**src/rtl/ins_line_cache.sv**
```systemverilog
// rtl/ins_line_cache.sv - direct-mapped instruction line cache with word-serial refill
// Lookup is combinational in IDLE; a miss refills the whole line one word per MemAck in FILL.
module ins_line_cache #(
   parameter int               dataW        = 32,
   parameter int               Lines        = 8,
   parameter int               WordsPerLine = 4,
   parameter logic [dataW-1:0] NopIns       = 32'h00000013
) (
   input  logic             clock,
   input  logic             reset,
   input  logic [dataW-1:0] ProgAddr,
   input  logic             Flush,
   output logic [dataW-1:0] OutputIns,
   output logic             InsValid,
   output logic             InsCacheStall,
   output logic             Misaligned,
   output logic             MemReq,
   output logic [dataW-1:0] MemAddr,
   input  logic             MemAck,
   input  logic [dataW-1:0] MemData,
   output logic [31:0]      HitCount,
   output logic [31:0]      MissCount
);

   localparam int WB  = $clog2(WordsPerLine);
   localparam int IB  = $clog2(Lines);
   localparam int OFF = WB + 2;
   localparam int TB  = dataW - OFF - IB;

   typedef enum logic {IDLE, FILL} state_t;

   state_t state, state_nxt;

   logic [dataW-1:0] data_mem [Lines*WordsPerLine];
   logic [TB-1:0]    tag_mem  [Lines];
   logic [Lines-1:0] valid;

   logic [WB-1:0]    cnt;
   logic [dataW-1:0] base;
   logic [IB-1:0]    fill_idx;
   logic [TB-1:0]    fill_tag;
   logic             flush_pend;

   logic [WB-1:0]    word_sel;
   logic [IB-1:0]    idx;
   logic [TB-1:0]    tag;
   logic             hit;
   logic             last;
   logic             flush_at_done;

   assign word_sel      = ProgAddr[2 +: WB];
   assign idx           = ProgAddr[OFF +: IB];
   assign tag           = ProgAddr[dataW-1 -: TB];
   assign Misaligned    = |ProgAddr[1:0];
   assign hit           = (state == IDLE) && valid[idx] && (tag_mem[idx] == tag) && !Misaligned;
   assign last          = (cnt == WB'(WordsPerLine - 1));
   assign flush_at_done = flush_pend || Flush;
   assign MemAddr       = base + dataW'({cnt, 2'b00});

   always_ff @(posedge clock) begin
      if (reset) begin
         state <= IDLE;
      end else begin
         state <= state_nxt;
      end
   end

   always_comb begin
      state_nxt     = state;
      OutputIns     = NopIns;
      InsValid      = 1'b0;
      InsCacheStall = 1'b0;
      MemReq        = 1'b0;
      case (state)
         IDLE: begin
            if (hit) begin
               OutputIns = data_mem[{idx, word_sel}];
               InsValid  = 1'b1;
            end else if (!Misaligned) begin
               InsCacheStall = 1'b1;
               state_nxt     = FILL;
            end
         end
         FILL: begin
            MemReq        = 1'b1;
            InsCacheStall = 1'b1;
            if (MemAck && last) begin
               state_nxt = IDLE;
            end
         end
         default: state_nxt = IDLE;
      endcase
      // Reset forces the post-reset view even while a fill is being aborted.
      if (reset) begin
         OutputIns     = NopIns;
         InsValid      = 1'b0;
         MemReq        = 1'b0;
         InsCacheStall = !Misaligned;
         state_nxt     = IDLE;
      end
   end

   always_ff @(posedge clock) begin
      if (reset) begin
         valid      <= '0;
         cnt        <= '0;
         flush_pend <= 1'b0;
         HitCount   <= '0;
         MissCount  <= '0;
      end else if (state == IDLE) begin
         if (Flush) begin
            valid <= '0;
         end
         if (hit && HitCount != 32'hFFFF_FFFF) begin
            HitCount <= HitCount + 32'd1;
         end
         if (!hit && !Misaligned) begin
            base     <= {ProgAddr[dataW-1:OFF], OFF'(0)};
            fill_idx <= idx;
            fill_tag <= tag;
            cnt      <= '0;
            if (MissCount != 32'hFFFF_FFFF) begin
               MissCount <= MissCount + 32'd1;
            end
         end
      end else begin
         if (Flush) begin
            flush_pend <= 1'b1;
         end
         if (MemAck) begin
            cnt <= cnt + WB'(1);
            if (last) begin
               flush_pend <= 1'b0;
               if (flush_at_done) begin
                  valid <= '0;
               end else begin
                  valid[fill_idx] <= 1'b1;
               end
            end
         end
      end
   end

   always_ff @(posedge clock) begin
      if (!reset && state == FILL && MemAck) begin
         data_mem[{fill_idx, cnt}] <= MemData;
         if (last) begin
            tag_mem[fill_idx] <= fill_tag;
         end
      end
   end

endmodule

```
**config.mk**
```make
export PLATFORM = sky130hd
export DESIGN_NAME = ins_line_cache
export DESIGN_NICKNAME = d
export VERILOG_FILES = /design/src/rtl/ins_line_cache.sv
export SDC_FILE = /design/constraint.sdc
export NUM_CORES = 1
export LEC_CHECK = 0
export CORE_MARGIN = 4
export CORE_UTILIZATION = 55
export DETAILED_ROUTE_END_ITERATION = 8
export HOLD_SLACK_MARGIN = 0.08
export PLACE_DENSITY = 0.82
export SLEW_MARGIN = 20
export SYNTH_ARGS = -nofsm -noshare
export SYNTH_HDL_FRONTEND = slang
export SYNTH_SLANG_ARGS = --single-unit
export TNS_END_PERCENT = 1
```
**constraint.sdc**
```tcl
create_clock -name clock -period 4.4 [get_ports clock]
set_clock_uncertainty 0.1 [all_clocks]
set_input_delay 0.66 -clock clock [delete_from_list [all_inputs] [get_ports clock]]
set_output_delay 0.66 -clock clock [all_outputs]
set_load 0.1 [all_outputs]
```
m1.png
The bar under the picture is 100 um long. Supply wires on this layer in gray.
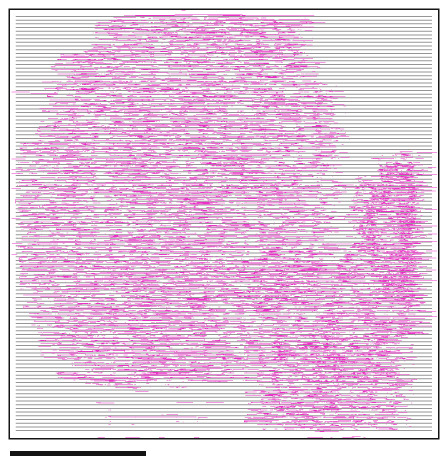
share of all routed wire: 34%
main direction: horizontal
nets with wire on the layer: 2,741
wire length on this layer: 46.0 mm
longest straight run: 86.0 um

gates.png
The bar under the picture is 100 um long.
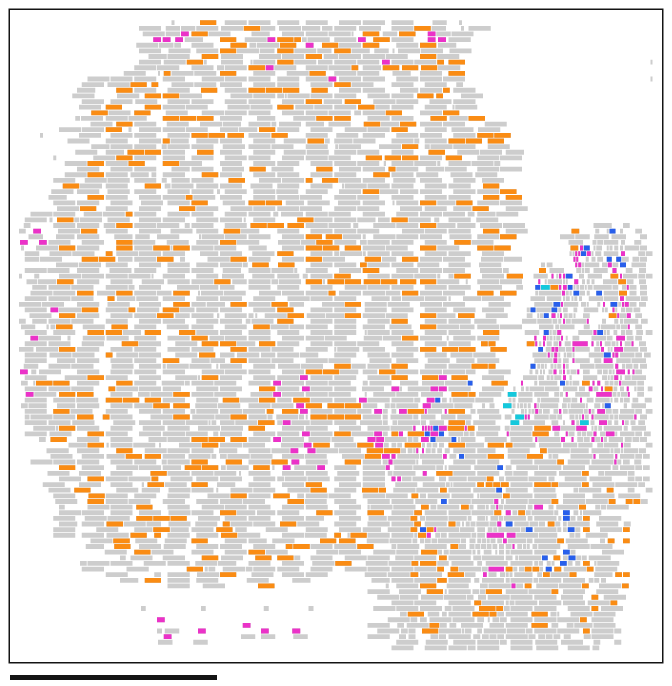
[non-inverting ao/oa cells] blue | cells: 45 | most used: o21a_1
[nor cells] magenta | cells: 199 | most used: nor2_1
[mux cells] orange | cells: 455 | most used: mux4_2 | where: all over the die
[fa/ha/maj cells] cyan | cells: 6 | most used: ha_1 | where: middle right
Top cell excl fill/tap: edfxtp_1
fin cells: 4,184
multi-input combinational area share: 20.6%

closeup.png
The bar under the picture is 10 um long. Window x 216 to 256, y 59 to 99 um. Cells in gray, sequential cells in the stronger gray; small squares are vias.
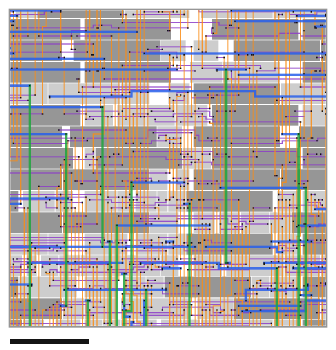
[M2] orange
[M3] blue
[M4] green
[M1] purple
netlist names of flops here include: tag_mem (28)
cells with their middle in the window: 87
most frequent: edfxtp_1 (28), mux2i_1 (7), buf_4 (7)
sequential cells in the window: 28

m3.png
The bar under the picture is 100 um long. Cells faint in the background.
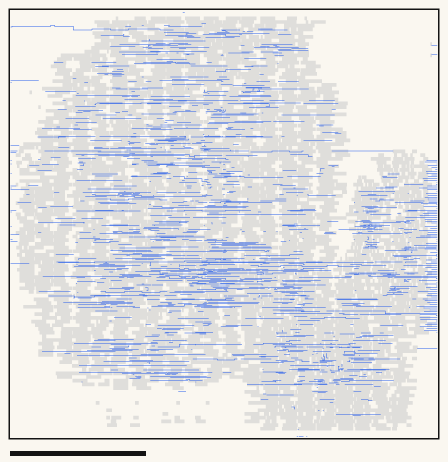
longest straight run: 138 um
wire length on this layer: 14,700 um
nets with wire on the layer: 576
main direction: horizontal

congestion_map.png
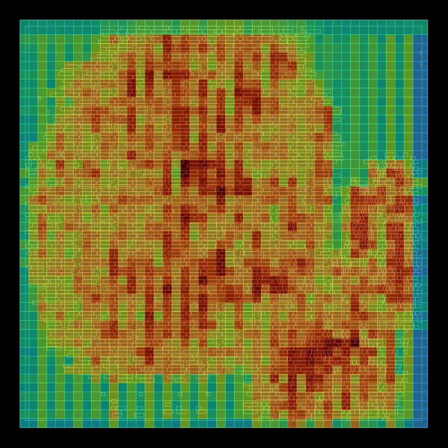
GR met1 Demand/Resource: 35.9%
drt wl/cell: 32.4 um
GR peak layer: met2
Final Core Density: 65.7%

==> impl_metrics.yaml <==
# implementation run metrics
synth:
  xor_share_pct: 0.592
  ys_seq_share_pct: 75.5
  adder_share_pct: 0.145
  top_logic_kind: "multiplexers"
  synthAoiAreaFrac_pct: 1.67
  synthSimpleGateAreaFrac_pct: 3.74
  synth.area.top_cells: "edfxtp_1, mux4_2, dfxtp_1, mux2i_1, nor2_1"
  top_area_cell: "edfxtp_1"
  syn_area_um2: 51800
  syn-instance-count: 2471
  mux_share_pct: 17.1
  top_area_share_pct: 72.6
  flop_cell: "edfxtp_1"
  ys_warn_count: 0
  syn_avg_cell_area_um2: 21.0
  async_flop_share_pct: 0
  ys.flops: 1328
pwr:
  p_leak_nw: 19.5
  power.density_nw_per_um2: 424
sta:
  rsz0062_at_grt: "true"
  setup_ws_ns: -0.247
  setup_viol: 38
  maxSlewViolCount: 0
  hold_viol_final: 0
  maxSlewHeadroom_pct: 25.6
  finalCritPeriodShare_pct: 106
  setup_tns_ns: -6.87
  max_freq_ghz: 0.215
  tightest_slew_ns: 1.11
setup_path:
  cp_slowest_cell: "mux4_2"
  required_ns: 3.64
  r2r_start: "tag_mem[7][10]$_DFFE_PP_"
  crit_type: "reg -> out"
  arrival_ns: 3.89
  worstSetupEndpointType: "primary output"
  r2r_setup_slack_ns: -0.08
  r2r_cells: 30
  crit_chain: "mux4_2 -> mux2i_1 -> xor2_1 -> o2111ai_2 -> nor4b_4 -> nand4_1 -> buf_4 -> nor2_4 -> nand2_4 -> buf_12 -> nor2_4 -> buf_12"
clock_tree:
  cts_root_buf: "clkbuf_16"
  cts_made_buffers: 130
  cts_max_level: 4
  cts_max_path_buffers: 3
  holdBufCountCts: 0
  clk_pin_slew_ns: 0.07
  insertion_delay_ns: 0.74
global_route:
  grt_max_degree: 80
  antenna_found_initial: 3
  grt_pass1_wl_um: 196000
  use_met3_pct: 5.64
  grt_pass1_vias: 28300
floorplanning:
  dieWidth_um: 315
  dieArea_um2: 99100
  rows: 112
  core_area_um2: 93300
  nWellTaps: 1254
  io_pins: 200
final_layout:
  logic_area_um2: 12600
  sh_seq_area_pct: 63.8
  reg_top3: "data_mem x1024, tag_mem x200"
  clock_buffers: 162
  clock_area_share_pct: 6.67
  seq_cell_count: 1328
  num-nonclk-inverters: 27
  n_antenna_cell: 3
  final_cell_mix: "edfxtp_1, mux4_2, clkdlybuf4s50_1, clkbuf_16, buf_4"
  flop_area_um2: 39100
  top_register: "data_mem"
  fill_cells: 5675
  dominant-cell-class: "flip-flops and latches"
  area_growth_pct: 18.5
  buffer_area_share_pct: 6.25
detailed_routing:
  antenna_left: 0
  wl_met2_um: 68900
  wirelength_met1_um: 46000
  drt_iter0_drc: 4288
  drtPass1Iterations: 6
  vias: 27800
  drc: 0
worst_hold_path:
  whs_path_depth: 1
  min_to: "data_mem[26][15]$_DFFE_PP_"
  holdCritStartpoint: "MemData[15]"
  hp-class: "in -> reg"
job:
  tool_warnings: 33
  cap_violations: 0
placed_design:
  io_buffers: 197
  dp_hpwl_um: 71200
outcome:
  run_status: "finished, violations left"
  violations: "setup timing"
## critical path, delay by kind of cell, from the launching register on
family                    cells  cell delay, ns
AOI/OAI and AO/OA             1            0.22
buffers and inverters         3            0.59
muxes                         2            0.70
xor gates and xnor gates      1            0.29
DFF                           1            0.41
and+or+nand+nor               5            0.91
## worst max-delay path by stage
stage                             startpoint                   endpoint  slack, ns  cells after the start
floorplan                              reset  data_mem[15][0]$_DFFE_PP_      -0.44                      5
global placement                 ProgAddr[5]              OutputIns[19]      -0.18                     12
detailed placement               ProgAddr[4]              OutputIns[21]      -0.38                     12
CTS                 tag_mem[7][10]$_DFFE_PP_              OutputIns[30]      -0.12                     12
finish               tag_mem[1][0]$_DFFE_PP_              OutputIns[30]      -0.25                     12
global route        tag_mem[7][10]$_DFFE_PP_              OutputIns[30]      -0.38                     13
## timing repair
item,in CTS,in global routing
endpoints found under the setup margin,34,39
gates resized,27,21
pin swaps,11,10
gates cloned,0,1
buffers inserted,25,5
## per-stage QoR
step	std cells	area, um^2	hold WS, ns	power, W	setup WS (ns)
after floorplan	2472	51900	0.335	0.0148	-0.440
after global placement	3920	56800	0.348	0.0153	-0.182
after detailed placement	3920	56800	0.354	0.0153	-0.380
after CTS	4176	61200	0.366	0.0261	-0.122
after global routing	4183	61300	0.345	0.0267	-0.377
final	4184	61400	0.337	0.0260	-0.247
## power by group
group | leakage, nW | total [W] | internal (W) | switching [W]
Clock | 2.00 | 0.0108 | 0.00605 | 0.00478
Sequential | 11.9 | 0.0138 | 0.0138 | 0.0000250
Combinational | 5.59 | 0.00133 | 0.000568 | 0.000759
Total | 19.5 | 0.0260 | 0.0204 | 0.00556
Power is estimated from default activity; no workload was simulated.
